### Routing congestion map

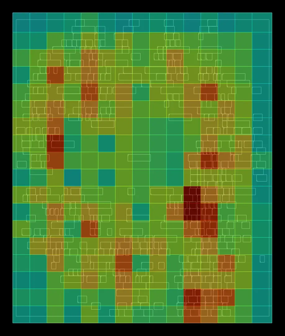
### Cell sizes after repair

(4 px per um)
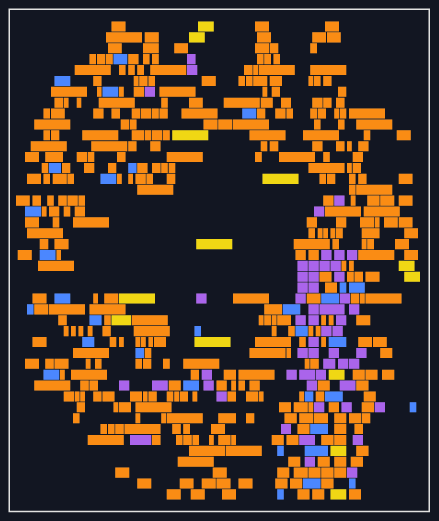
### Cell density map

(3 px per um) The die is cut into 10 by 13 equal tiles; black is low, pale yellow is high, 0 to 100% covered.
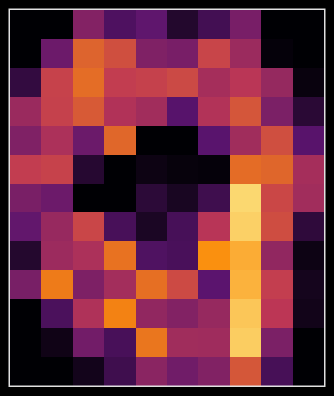
### Where the registers sit

(3 px per um) Other sequential cells in the stronger grey, the rest of the logic in the fainter grey.
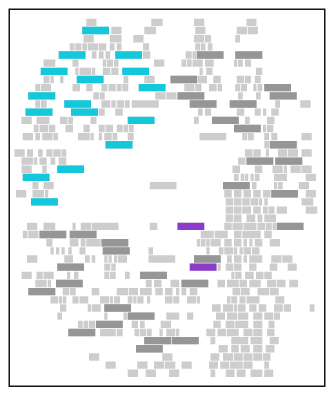
### Met2 routing

(3 px per um)
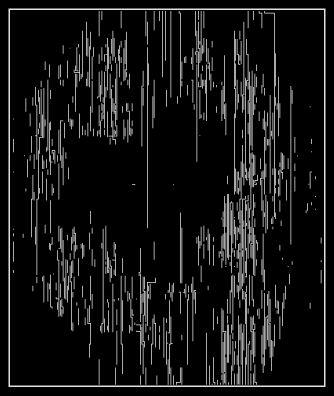
===== src/rtl/branch_hazard_ctrl.sv =====
// Branch hazard controller for ID-stage branch resolution in a 5-stage MIPS pipeline.
// Holds the front end until the ID-stage comparator operands are valid. It then
// redirects the PC and flushes IF/ID on a taken branch or jump. It also keeps
// saturating statistics of branches, taken branches and stall cycles.
module branch_hazard_ctrl #(
   parameter int CNT_W = 16,
   parameter int REG_W = 5
) (
   input  logic             Clk,
   input  logic             Rst,
   input  logic             Branch,
   input  logic             Taken,
   input  logic             UsesRs,
   input  logic             UsesRt,
   input  logic [REG_W-1:0] Rs,
   input  logic [REG_W-1:0] Rt,
   input  logic             IDEX_RegWrite,
   input  logic             IDEX_MemRead,
   input  logic [REG_W-1:0] IDEX_Dst,
   input  logic             EXMEM_RegWrite,
   input  logic             EXMEM_MemRead,
   input  logic [REG_W-1:0] EXMEM_Dst,
   input  logic             ClrStats,
   output logic             Stall,
   output logic             Bubble,
   output logic             PCSrc,
   output logic             Flush,
   output logic [CNT_W-1:0] BranchCount,
   output logic [CNT_W-1:0] TakenCount,
   output logic [CNT_W-1:0] StallCount
);

   localparam logic [CNT_W-1:0] CNT_MAX = '1;
   localparam logic [CNT_W-1:0] CNT_ONE = {{(CNT_W-1){1'b0}}, 1'b1};

   typedef enum logic {IDLE, STALL} state_t;

   state_t     state;
   logic [1:0] cnt;
   logic       idex_dep;
   logic       exmem_dep;
   logic [1:0] need;
   logic       stall_int;
   logic       resolve;

   // A producer conflicts only when it targets a non-zero register the branch actually reads
   assign idex_dep  = (IDEX_Dst  != '0) && ((UsesRs && IDEX_Dst  == Rs) || (UsesRt && IDEX_Dst  == Rt));
   assign exmem_dep = (EXMEM_Dst != '0) && ((UsesRs && EXMEM_Dst == Rs) || (UsesRt && EXMEM_Dst == Rt));

   // Stall cycles needed before comparator operands are valid; EX/MEM ALU results are forwarded
   always_comb begin
      need = 2'd0;
      if (IDEX_MemRead && idex_dep)
         need = 2'd2;
      else if (IDEX_RegWrite && idex_dep)
         need = 2'd1;
      else if (EXMEM_MemRead && exmem_dep)
         need = 2'd1;
   end

   // Outputs are gated by Rst so they drop the moment reset asserts, even mid-stall
   assign stall_int = Rst && ((state == STALL) || (Branch && need != 2'd0));
   assign resolve   = Rst && (state == IDLE) && Branch && (need == 2'd0);
   assign Stall     = stall_int;
   assign Bubble    = stall_int;
   assign PCSrc     = resolve && Taken;
   assign Flush     = resolve && Taken;

   // Stall sequencer: a 2-cycle load-use stall is held in STALL, single stalls re-evaluate in IDLE
   always_ff @(posedge Clk or negedge Rst) begin
      if (!Rst) begin
         state <= IDLE;
         cnt   <= 2'd0;
      end else begin
         case (state)
            IDLE: begin
               if (Branch && need != 2'd0) begin
                  cnt   <= need - 2'd1;
                  state <= (need == 2'd2) ? STALL : IDLE;
               end
            end
            STALL: begin
               cnt <= cnt - 2'd1;
               if (cnt == 2'd1)
                  state <= IDLE;
            end
            default: begin
               state <= IDLE;
               cnt   <= 2'd0;
            end
         endcase
      end
   end

   // Saturating statistics; a clear takes priority over any same-cycle increment
   always_ff @(posedge Clk or negedge Rst) begin
      if (!Rst) begin
         BranchCount <= '0;
         TakenCount  <= '0;
         StallCount  <= '0;
      end else if (ClrStats) begin
         BranchCount <= '0;
         TakenCount  <= '0;
         StallCount  <= '0;
      end else begin
         if (resolve && BranchCount != CNT_MAX)
            BranchCount <= BranchCount + CNT_ONE;
         if (resolve && Taken && TakenCount != CNT_MAX)
            TakenCount <= TakenCount + CNT_ONE;
         if (stall_int && StallCount != CNT_MAX)
            StallCount <= StallCount + CNT_ONE;
      end
   end

endmodule


===== config.mk =====
export PLATFORM = sky130hd
export DESIGN_NAME = branch_hazard_ctrl
export DESIGN_NICKNAME = d
export VERILOG_FILES = /design/src/rtl/branch_hazard_ctrl.sv
export SDC_FILE = /design/constraint.sdc
export NUM_CORES = 1
export LEC_CHECK = 0
export CAP_MARGIN = 20
export CORE_ASPECT_RATIO = 1.2
export CORE_UTILIZATION = 25
export DETAILED_ROUTE_END_ITERATION = 10
export PLACE_DENSITY = 0.59
export SYNTH_ARGS = -nofsm -noshare
export SYNTH_HDL_FRONTEND = slang
export SYNTH_SLANG_ARGS = --single-unit

===== constraint.sdc =====
create_clock -name Clk -period 3.9 [get_ports Clk]
set_input_delay 1.17 -clock Clk [delete_from_list [all_inputs] [get_ports Clk]]
set_output_delay 1.17 -clock Clk [all_outputs]
set_load 0.005 [all_outputs]

==> Changelog: implementation <==
## Flow update

* Number of flops mapped to enable cells by yosys at 0
* MUX area fraction at between 4 and 5%
* Share of layout cells above drive strength 1 at 21.2%
* Cts bufs inserted at 5
* Xor/xnor share at 7.21%
* Seq share, synth at 40.4%
* Slew @ Worst Pin at between 900 and 1000 ps
* Seq cells post-synth at 51
* Final Max Tran Viols at 0
* Syn Inst Count at 353
* Final Net Count at 507
* Post-CTS Hold Buffers at 0
* Sw Pwr at between 0.2 and 0.3 mW
* WL final at a little under 9000 um
* Top Layout Cells: clkdlybuf4s50_1, dfrtp_1, buf_4, nor2_1, a21oi_1
* Reg clk slew, reported paths at ~70 ps
* Final ANT Viol Nets at 0
* RSZ-0062 raised after global routing: true
* Pin count of the biggest net entering global routing at around 54
* Status: complete, but fails checks
* Failing checks: negative setup slack
* Logic area at between 1500 and 2000 um^2
* YS chip area at between 3000 and 4000 um^2
* Library cells used by synthesis at 49
* Final setup vio count at 5
* Longest Clk Path Bufs at 2
* Post-route setup slack at -124 ps
* Worst path required time at 2730 ps
* Area Growth Syn to Fin at 46.4%
* Count leader, synth: dfrtp_1
* Power Dens Cells at about 250 nW/um^2
* GPL Wtd Cong at 0.771
* Layout Cells excl Fill at between 600 and 700
* Ys cells at 353
* All-Layer GR Usage at 13.7%
* Pre-antenna DRT Iters at 4
* Die ar. at approximately 13000 um^2
* FP Util at 25.9%
* H-tree Lvls at 2
* Area fraction in compound gates at ~14%
* Crit path cell chain: buf_6, or4_4, o21a_1, and2_4, a222oi_1, buf_4, inv_4, buf_6
* Initial DRC Count at 103
* Yosys warning total at 0
* Async set-reset flop share out of synthesis at 100%
* Count of tool warnings at 30
-- 'Routing congestion map' (at the start) --
GRT Max-Usage Layer: met2
M2 GR Usage: 23.9%

-- 'Cell sizes after repair' (at the start) --
Key: x2 = blue [cells 32, share 6.8%, most used mux2_2]; x1 and smaller = orange [cells 372, share 79%, most used clkdlybuf4s50_1]; x3 and x4 = purple [cells 55, share 12%, most used buf_4]; x6 and larger = yellow [cells 13, share 2.8%, most used buf_6]

-- 'Cell density map' (at the start) --
5.4% of the tiles are over 75% full. The densest ninth of the die: east. The mean over all tiles is 34%. The fullest tile reaches 92%. 15% of the tiles are nearly empty. The emptiest ninth of the die: centre.

-- 'Where the registers sit' (at the start) --
Key: `StallCount` = cyan [sequential cells 16, where north-west]; `cnt` = purple [sequential cells 2]
Another 33 sequential cells are not coloured.

-- 'Met2 routing' (at the start) --
The longest straight run is 67.8 um. The layer holds 50% of the routed length. The layer carries 4460 um of wire. The wires run mostly vertical. 442 nets have wire on it.

==> through the flow <==
step / total power, mW / TNS, ps / instance area, um^2 / util (%) / hold slack [ps]
final: 1.18 / -467 / 4630 / 37.9 / 531
after detailed placement: 0.726 / -3430 / 4320 / 35.3 / 520
after CTS: 1.19 / -599 / 4590 / 37.5 / 526
after global routing: 1.23 / -717 / 4630 / 37.9 / 569
after floorplan: 0.632 / -78.8 / 3170 / - / 472
after global placement: 0.719 / -3260 / 4320 / 35.3 / 485
==> layout make-up <==
type / instances / share of cell area, %
clock buffer: 6 / 3.00
clock inverter: 1 / 0.108
inverter: 7 / 0.622
multi-input combinational: 278 / 39.8
sequential: 51 / 27.6
tap: 161 / 4.35
timing repair buffer: 129 / 24.6
==> how the worst max path moves through the flow <==
stage / startpoint / end / slack, ps / cells after the start
2_1_floorplan: EXMEM_Dst[1] / Stall / -70 / 8
3_3_place_gp: EXMEM_Dst[1] / Bubble / -860 / 8
3_5_place_dp: EXMEM_Dst[1] / Bubble / -880 / 8
4_1_cts: EXMEM_Dst[3] / Bubble / -160 / 8
5_1_grt: EXMEM_Dst[3] / Bubble / -170 / 8
6_report: EXMEM_Dst[3] / Bubble / -120 / 8
==> metal layers <==
layer | vias to the layer above | track usage [%] | routed length (um)
met5 | - | 0 | 0
met4 | 0 | 4.72 | 161
met3 | 16 | 3.02 | 325
met2 | 62 | 23.9 | 4460
met1 | 1521 | 16.5 | 3950
li1 | 1522 | - | -
==> sequential cells by signal, indices dropped and copies added (netlist names) <==
register,flops
BranchCount,16
StallCount,16
TakenCount,16
cnt,2
state,1
==> repair_timing <==
action,in CTS,in global routing
endpoints found under the setup margin,4,5
pin swaps,13,7
buffers inserted,14,3
gates cloned,0,0
endpoints found under the hold margin,0,0
resized,60,11
Power is estimated from default activity; no workload was simulated.
